--- src/rtl/mem32_ctrl_pkg.sv ---
// Shared types and constants for the mem32 arbiter/sequencer and its round-robin picker.
// Pure declarations; no latency or flow control of its own.
package mem32_ctrl_pkg;

  typedef enum logic [1:0] {
    IDLE    = 2'd0,
    ISSUE   = 2'd1,
    CAPTURE = 2'd2,
    RESP    = 2'd3
  } state_t;

  // Highest legal start address: a 4-byte word starting here ends at byte 15.
  localparam int unsigned MAX_ADDR = 12;

  localparam logic REQ0 = 1'b0;
  localparam logic REQ1 = 1'b1;

endpackage

--- src/rtl/rr_arb2.sv ---
// Combinational two-way round-robin pick; zero latency.
// No backpressure: a grant is offered whenever any request is high, the caller decides when to take it.
module rr_arb2
  import mem32_ctrl_pkg::*;
(
  input  logic [1:0] req,
  input  logic       last_grant,
  output logic       gnt_id,
  output logic       gnt_vld
);

  always_comb begin
    gnt_vld = |req;
    gnt_id  = REQ0;
    if (req == 2'b11) begin
      gnt_id = ~last_grant;
    end else if (req[1]) begin
      gnt_id = REQ1;
    end
  end

endmodule

--- src/rtl/mem32_arbiter.sv ---
// Two-requester round-robin sequencer for mem32: write ack at T+2, read ack at T+3, range err at T+1.
// Requesters hold req until their ack/err pulse; one IDLE bubble separates transactions.
module mem32_arbiter
  import mem32_ctrl_pkg::*;
#(
  parameter int DATA_W   = 32,
  parameter int ADDR_W   = 4,
  parameter int MAX_ADDR = mem32_ctrl_pkg::MAX_ADDR
) (
  input  logic              Clk,
  input  logic              rst_n,
  input  logic              r0_req,
  input  logic              r0_we,
  input  logic [ADDR_W-1:0] r0_addr,
  input  logic [DATA_W-1:0] r0_wdata,
  output logic              r0_ack,
  output logic              r0_err,
  input  logic              r1_req,
  input  logic              r1_we,
  input  logic [ADDR_W-1:0] r1_addr,
  input  logic [DATA_W-1:0] r1_wdata,
  output logic              r1_ack,
  output logic              r1_err,
  output logic [DATA_W-1:0] rsp_rdata,
  output logic              busy,
  output logic              mem_wr,
  output logic              mem_rd,
  output logic [ADDR_W-1:0] mem_addr,
  output logic [DATA_W-1:0] mem_wdata,
  input  logic [DATA_W-1:0] mem_rdata,
  input  logic              mem_valid
);

  localparam logic [ADDR_W-1:0] MAX_A = ADDR_W'(MAX_ADDR);

  state_t            state_q;
  logic              last_grant_q;
  logic              gnt_q;
  logic              cmd_we_q;
  logic [ADDR_W-1:0] cmd_addr_q;
  logic [DATA_W-1:0] cmd_wdata_q;
  logic [DATA_W-1:0] rsp_rdata_q;
  logic              mem_wr_q, mem_rd_q;
  logic              r0_ack_q, r0_err_q, r1_ack_q, r1_err_q;

  logic              gnt_id, gnt_vld;
  logic              sel_we;
  logic [ADDR_W-1:0] sel_addr;
  logic [DATA_W-1:0] sel_wdata;

  rr_arb2 u_rr_arb2 (
    .req        ({r1_req, r0_req}),
    .last_grant (last_grant_q),
    .gnt_id     (gnt_id),
    .gnt_vld    (gnt_vld)
  );

  assign sel_we    = (gnt_id == REQ1) ? r1_we    : r0_we;
  assign sel_addr  = (gnt_id == REQ1) ? r1_addr  : r0_addr;
  assign sel_wdata = (gnt_id == REQ1) ? r1_wdata : r0_wdata;

  // Completion pulses are registered on the edge that enters RESP, so they are high exactly during RESP.
  always_ff @(posedge Clk or negedge rst_n) begin
    if (!rst_n) begin
      state_q      <= IDLE;
      last_grant_q <= REQ1;
      gnt_q        <= REQ0;
      cmd_we_q     <= 1'b0;
      cmd_addr_q   <= '0;
      cmd_wdata_q  <= '0;
      rsp_rdata_q  <= '0;
      mem_wr_q     <= 1'b0;
      mem_rd_q     <= 1'b0;
      r0_ack_q     <= 1'b0;
      r0_err_q     <= 1'b0;
      r1_ack_q     <= 1'b0;
      r1_err_q     <= 1'b0;
    end else begin
      mem_wr_q <= 1'b0;
      mem_rd_q <= 1'b0;
      r0_ack_q <= 1'b0;
      r0_err_q <= 1'b0;
      r1_ack_q <= 1'b0;
      r1_err_q <= 1'b0;
      case (state_q)
        IDLE: begin
          if (gnt_vld) begin
            gnt_q       <= gnt_id;
            cmd_we_q    <= sel_we;
            cmd_addr_q  <= sel_addr;
            cmd_wdata_q <= sel_wdata;
            if (sel_addr > MAX_A) begin
              r0_err_q <= (gnt_id == REQ0);
              r1_err_q <= (gnt_id == REQ1);
              state_q  <= RESP;
            end else begin
              mem_wr_q <= sel_we;
              mem_rd_q <= ~sel_we;
              state_q  <= ISSUE;
            end
          end
        end
        ISSUE: begin
          if (cmd_we_q) begin
            r0_ack_q <= (gnt_q == REQ0);
            r1_ack_q <= (gnt_q == REQ1);
            state_q  <= RESP;
          end else begin
            state_q  <= CAPTURE;
          end
        end
        CAPTURE: begin
          rsp_rdata_q <= mem_rdata;
          r0_ack_q    <= (gnt_q == REQ0) &&  mem_valid;
          r1_ack_q    <= (gnt_q == REQ1) &&  mem_valid;
          r0_err_q    <= (gnt_q == REQ0) && !mem_valid;
          r1_err_q    <= (gnt_q == REQ1) && !mem_valid;
          state_q     <= RESP;
        end
        RESP: begin
          last_grant_q <= gnt_q;
          state_q      <= IDLE;
        end
        default: state_q <= IDLE;
      endcase
    end
  end

  assign busy      = (state_q != IDLE);
  assign mem_wr    = mem_wr_q;
  assign mem_rd    = mem_rd_q;
  assign mem_addr  = cmd_addr_q;
  assign mem_wdata = cmd_wdata_q;
  assign rsp_rdata = rsp_rdata_q;
  assign r0_ack    = r0_ack_q;
  assign r0_err    = r0_err_q;
  assign r1_ack    = r1_ack_q;
  assign r1_err    = r1_err_q;

endmodule

--- config.mk ---
export PLATFORM = sky130hd
export DESIGN_NAME = mem32_arbiter
export DESIGN_NICKNAME = d
export VERILOG_FILES = /design/src/rtl/mem32_ctrl_pkg.sv /design/src/rtl/rr_arb2.sv /design/src/rtl/mem32_arbiter.sv
export SDC_FILE = /design/constraint.sdc
export NUM_CORES = 1
export LEC_CHECK = 0
export CAP_MARGIN = 20
export CORE_MARGIN = 2
export CORE_UTILIZATION = 42
export DETAILED_ROUTE_END_ITERATION = 7
export PLACE_DENSITY = 0.86
export SLEW_MARGIN = 0
export SYNTH_ARGS = -nofsm -noshare
export SYNTH_HDL_FRONTEND = slang
export SYNTH_SLANG_ARGS = --single-unit
--- constraint.sdc ---
create_clock -name Clk -period 4.65 [get_ports Clk]
set_input_delay 1.1625 -clock Clk [delete_from_list [all_inputs] [get_ports Clk]]
set_output_delay 1.1625 -clock Clk [all_outputs]
set_load 0.05 [all_outputs]
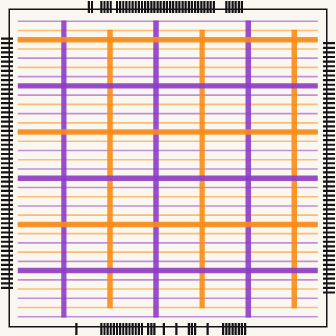
*Power grid, run 1*
Pins as bars on the die edge.
net	colour
VSS	purple
VDD	orange
met1 rails	33
rows	32
signal pins	186
met4 straps	6
met5 straps	6
Peak VDD IR: 0.406 mV
die width: 93.1 um
core region area: 0.00769 mm^2
die height: 93.1 um

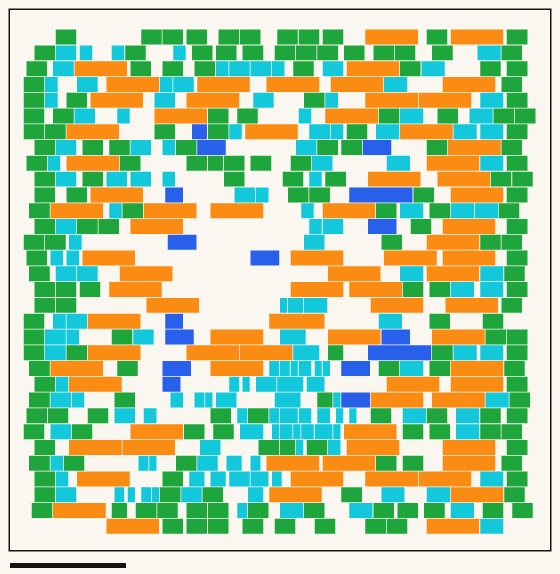
*Cells coloured by class, run 1*
The bar under the picture is 20 um long.
class	colour	cells
registers	orange	79
clock drivers and dummy loads	blue	16
remaining buffers and delay cells	green	189
remaining logic cells	cyan	152
Rows: 32
Post-Layout Inst Area: 0.00547 mm^2

==> Changelog: implementation, run 1 <==
### Metrics

* Storage cell area at 0.00198 mm^2
* Vias in the first global route at 2802
* H-tree depth at 3
* Asr flop ratio synth at 100%
* CTS resizes at 0
* Worst Hold Class: register to register
* Post-CTS Hold Fix Bufs at 0
* Root Driver: clkbuf_8
* Status: finished, final reports clean
* Max cap viols at 0
* Crit-path cells: inv_1 -> ha_1 -> inv_1 -> clkdlybuf4s50_1
* Simple share at 9.54%
* Comb gate area at 0.00124 mm^2
* Grt total ovfl at 0
* Share of cells above drive strength 1 at 13.1%
* Pwr top: combinational logic
* Initial antenna violation count at 0
* Cell family with most CP delay: buffers and inverters
* Final Slew Violations at 0
* Comb. pwr at between 2000 and 3000 uW
* Register-to-register setup slack at 2670 ps
* CP max stage cell: clkdlybuf4s50_1
* Final Hold Vio Count at 0
* Total wire length at between 8000 and 9000 um
* CP dominant cell by count: inv_1
* Switching share of power at around 46%
* Worst Tran Pin Value at 946 ps
* Routability cong. at between 0.7 and 0.8
* Dominant Register Cell: dfrtp_1
* Vias at between 2000 and 3000
* Tcrit/Tclk final at 69.1%
* WL/cell at 16.0 um
* Buffers & Inverters on Critical Path at 3
* CP max stage delay at approximately 800 ps
* Clock slew at reported path FFs at about 80 ps
* # Cells Yosys at 247
* Worst setup path class: register to output pin
* Synth Register Bits at 79
* YS warnings at 0
* Synth cell types at 31
* Crit path max fanout at 8
* IO Count at 186
* Cell internal pwr at 2360 uW
* Top comb family, area: AND-OR/OR-AND gates
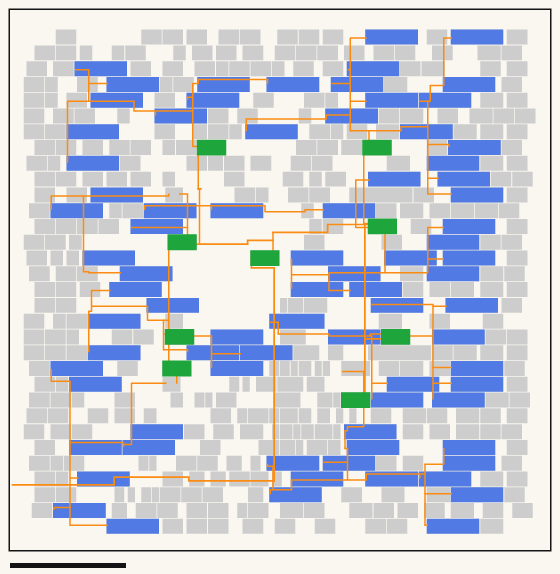
*Clock wires, drivers and flops, run 1*
The bar under the picture is 20 um long.
[clock wires] orange | length: 874 um
[flip-flops] blue | count: 79
[clock-net drivers] green | count: 9
routed clock nets	10
clk pwr: 564 uW
clock power share: 12.8%

## run 1: placed cells by master, fill, tap and decap left out, drive strengths merged, types with 4 or more instances in the layout
cell / count
a21oi: 4
ha: 4
buf: 5
and2: 33
inv: 4
nand2: 10
o21ai: 7
clkbuf: 10
dfrtp: 78
mux2i: 5
a221o: 32
mux2: 34
clkdlybuf4s50: 184
## run 1: routing by layer
| layer | vias up | global-route usage [%] | wire length (um) | part of all wire, % |
|---|---|---|---|---|
| met5 | - | 0 | 0 | 0 |
| met4 | 0 | 7.11 | 128 | 1.5 |
| met3 | 11 | 5.40 | 736 | 8.5 |
| met2 | 127 | 35.6 | 4360 | 51 |
| met1 | 1329 | 24.6 | 3400 | 39 |
| li1 | 1275 | - | - | - |
## run 1: path summary, 6_finish.rpt
check / startpoint / end / cells after the start
setup / recovery: state_q[0] / busy / 4
hold / removal: mem_addr[3] / mem_addr[3] / 2
setup reg to reg: state_q[0] / mem_wdata[20] / 6
hold reg to reg: mem_addr[3] / mem_addr[3] / 2
max in group asynchronous: rst_n / r0_err / 1
min in group asynchronous: rst_n / mem_addr[3] / 1
## run 1: worst reg2reg max path: stages, from the launching register on
cell     delay [ps]
dfrtp_1         420
inv_1           120
ha_1            320
o21ai_2         260
buf_4           300
and2_1          190
a221o_1         270
## run 1: metrics by stage
stage	instance area (um^2)	std cells	hold slack (ps)	total power, uW	setup slack [ps]
detailed placement	5240	522	477	3870	1520
finish	5470	538	491	4400	1440
CTS	5470	538	495	4440	1420
global placement	5240	522	469	3800	1660
global route	5470	538	514	4630	1310
floorplan	3330	247	458	2970	2420
## run 1: area by class of cell
class,instances,area share (%)
sequential,79,36.2
multi-input combinational,148,22.7
tap,102,2.33
clock buffer,10,2.52
inverter,4,0.274
timing repair buffer,189,34.3
clock inverter,6,1.72
--- run 2 (diff from run 1) ---
--- a/config.mk
+++ b/config.mk
@@ -7,9 +7,9 @@
 export LEC_CHECK = 0
 export CAP_MARGIN = 20
 export CORE_MARGIN = 2
-export CORE_UTILIZATION = 42
+export CORE_UTILIZATION = 35
 export DETAILED_ROUTE_END_ITERATION = 7
-export PLACE_DENSITY = 0.86
+export PLACE_DENSITY = 0.76
 export SLEW_MARGIN = 0
 export SYNTH_ARGS = -nofsm -noshare
 export SYNTH_HDL_FRONTEND = slang
==> constraint.sdc (replaced) <==
create_clock -name Clk -period 2.8 [get_ports Clk]
set_input_delay 0.7 -clock Clk [delete_from_list [all_inputs] [get_ports Clk]]
set_output_delay 0.7 -clock Clk [all_outputs]
set_load 0.05 [all_outputs]
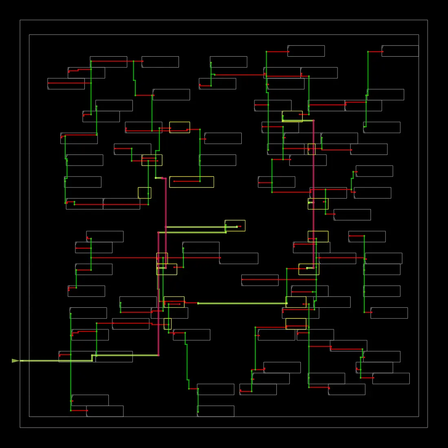
*Clock nets, run 2*
# clk buffers: 11
CTS sink count: 79
number of buffers created by CTS: 9
clk_skew: 11.7 ps
clk pwr: 872 uW

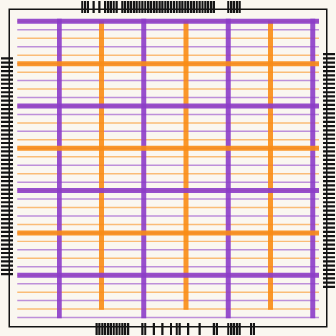
*Power grid, run 2*
Pins as bars on the die edge.
net	colour
VSS	purple
VDD	orange
rows	35
met4 straps	7
met5 straps	7
signal pins	186
met1 rails	36
core region area: 0.00924 mm^2
Peak VDD IR: 0.608 mV

==> run 2 against run 1 <==
  * Highest routed layer unchanged
  * Die size up 19%
  * Largest power group unchanged
  * Global-route usage fell by 3.7 points
  * Synthesized cell count is the same
  * Via count down 0.51%
  * Register-to-register slack lost 1700 ps
  * First-iteration DRC count decreased by 24%
  * Critical path depth unchanged
  * Synthesized area is the same
  * Clock skew decreased by 0.93 ps
==> Changelog: implementation, run 2 <==
### Metrics

* Status: finished, final reports clean
* Vias in the first global route at 2801 (-0.036%)
* Grt total ovfl at 0 (unchanged)
* Synth Register Bits at 79 (unchanged)
* Routability cong. at 0.813 (+7.4%)
* YS warnings at 0 (unchanged)
* Max cap viols at 0 (unchanged)
* Met2 wire len at 4300 um (-1.3%)
* Worst R2R Path Depth at 6 (unchanged)
* Dominant logic cell type in the layout: clkdlybuf4s50_1
* Most common logic cells in the final layout: 183 x clkdlybuf4s50_1, 78 x dfrtp_1, 33 x and2_1, 32 x mux2_2, 32 x a221o_1
* Leak Pwr at 0.00230 uW
* Worst reg2reg endpoint: mem_wdata[31]
* DRT met1 WL at 3620 um (+6.4%)
* Clock slew at reported path FFs at 80 ps (about the same)
* Total wire length at 8790 um (+1.9%)
* H-tree depth at 3 (unchanged)
* Met3 Routed Length at 748 um (+1.6%)
* Worst setup path endpoint: busy
* Crit path from: state_q[0]
* Launch point of the worst reg-to-reg path: state_q[0]
* Initial antenna violation count at 0 (unchanged)
* Post-CTS Hold Fix Bufs at 0 (unchanged)
* Setup WS pre-CTS at 384 ps (-1140 ps)
* Root Driver: clkbuf_8
* Register-to-register setup slack at 1020 ps (-1650 ps)
* WL/cell at 15.5 um (-3.3%)
* Die height at 102 um (+9.1%)
* Dominant Register Cell: dfrtp_1
* Crit path max fanout at 8 (unchanged)
* Post-Layout Inst Area at 0.00553 mm^2 (+1.1%)
* Rows at 35 (+9.4%)
* Synth cell types at 31 (unchanged)
* Dpl cell area at 0.00529 mm^2 (+1.0%)
* Final Slew Violations at 0 (unchanged)
* Tcrit/Tclk final at 85.7%
* Final Hold Vio Count at 0 (unchanged)
* Worst setup path class: register to output pin
* Final WS setup at 399 ps (-1040 ps)
* Die width at 102 um (+9.1%)
* Asr flop ratio synth at 100% (unchanged)
* CTS resizes at 0 (unchanged)
## run 2: cell types whose count changed in the layout (fill, tap and decap cells not counted), sizes merged
cell           change
bufinv             -1
buf                +2
dlymetal6s2s       +1
clkbuf             +1
clkdlybuf4s50      -1
## run 2: per-layer routing
metal / vias up / track usage [%]
met4: 0 / 6.44
met5: - / 0
met3: 10 / 5.52
met2: 132 / 27.5
li1: 1277 / -
met1: 1309 / 20.6
## run 2: worst max-delay path, stage by stage, from the launching register on
cell and delay [ps]:
dfrtp_1 430, inv_1 110, ha_1 300, inv_1 110, dlymetal6s2s_1 420
## run 2: cell type report
| class | count | area, um^2 | area share (%) |
|---|---|---|---|
| multi-input cells | 148 | 1240 | 22.4 |
| clock buffers | 11 | 151 | 2.74 |
| repair buffers | 191 | 1930 | 34.9 |
| clock inverters | 5 | 56.3 | 1.02 |
| well taps | 129 | 161 | 2.92 |
| flip-flops and latches | 79 | 1980 | 35.8 |
| inverters | 4 | 15.0 | 0.271 |
## run 2: where the power goes
part / total (uW) / internal [uW] / switching (uW)
Combinational: 4400 / 1710 / 2680
Sequential: 1980 / 1700 / 282
Clock: 872 / 459 / 412
## run 2: kinds of logic after synthesis
logic type	count (synthesis)	share of synthesized area [%]
multiplexers	39	13.0
AND/OR/NAND/NOR	55	9.54
adder cells (fa/ha/maj)	4	1.50
flip-flops	79	59.4
AND-OR/OR-AND	50	13.1
buffers and inverters	20	3.49
## run 2: metrics by stage
| step | total power [uW] | cells | util (%) | hold WS, ps |
|---|---|---|---|---|
| after CTS | 7330 | 566 | 59.5 | 494 |
| after detailed placement | 6430 | 550 | 57.3 | 476 |
| final | 7250 | 567 | 59.9 | 266 |
| after global placement | 6360 | 550 | 57.3 | 468 |
| after floorplan | 4940 | 247 | - | 404 |
| after global routing | 7630 | 567 | 59.9 | 285 |
No activity file was given, so power comes from the tool's default toggle rates.
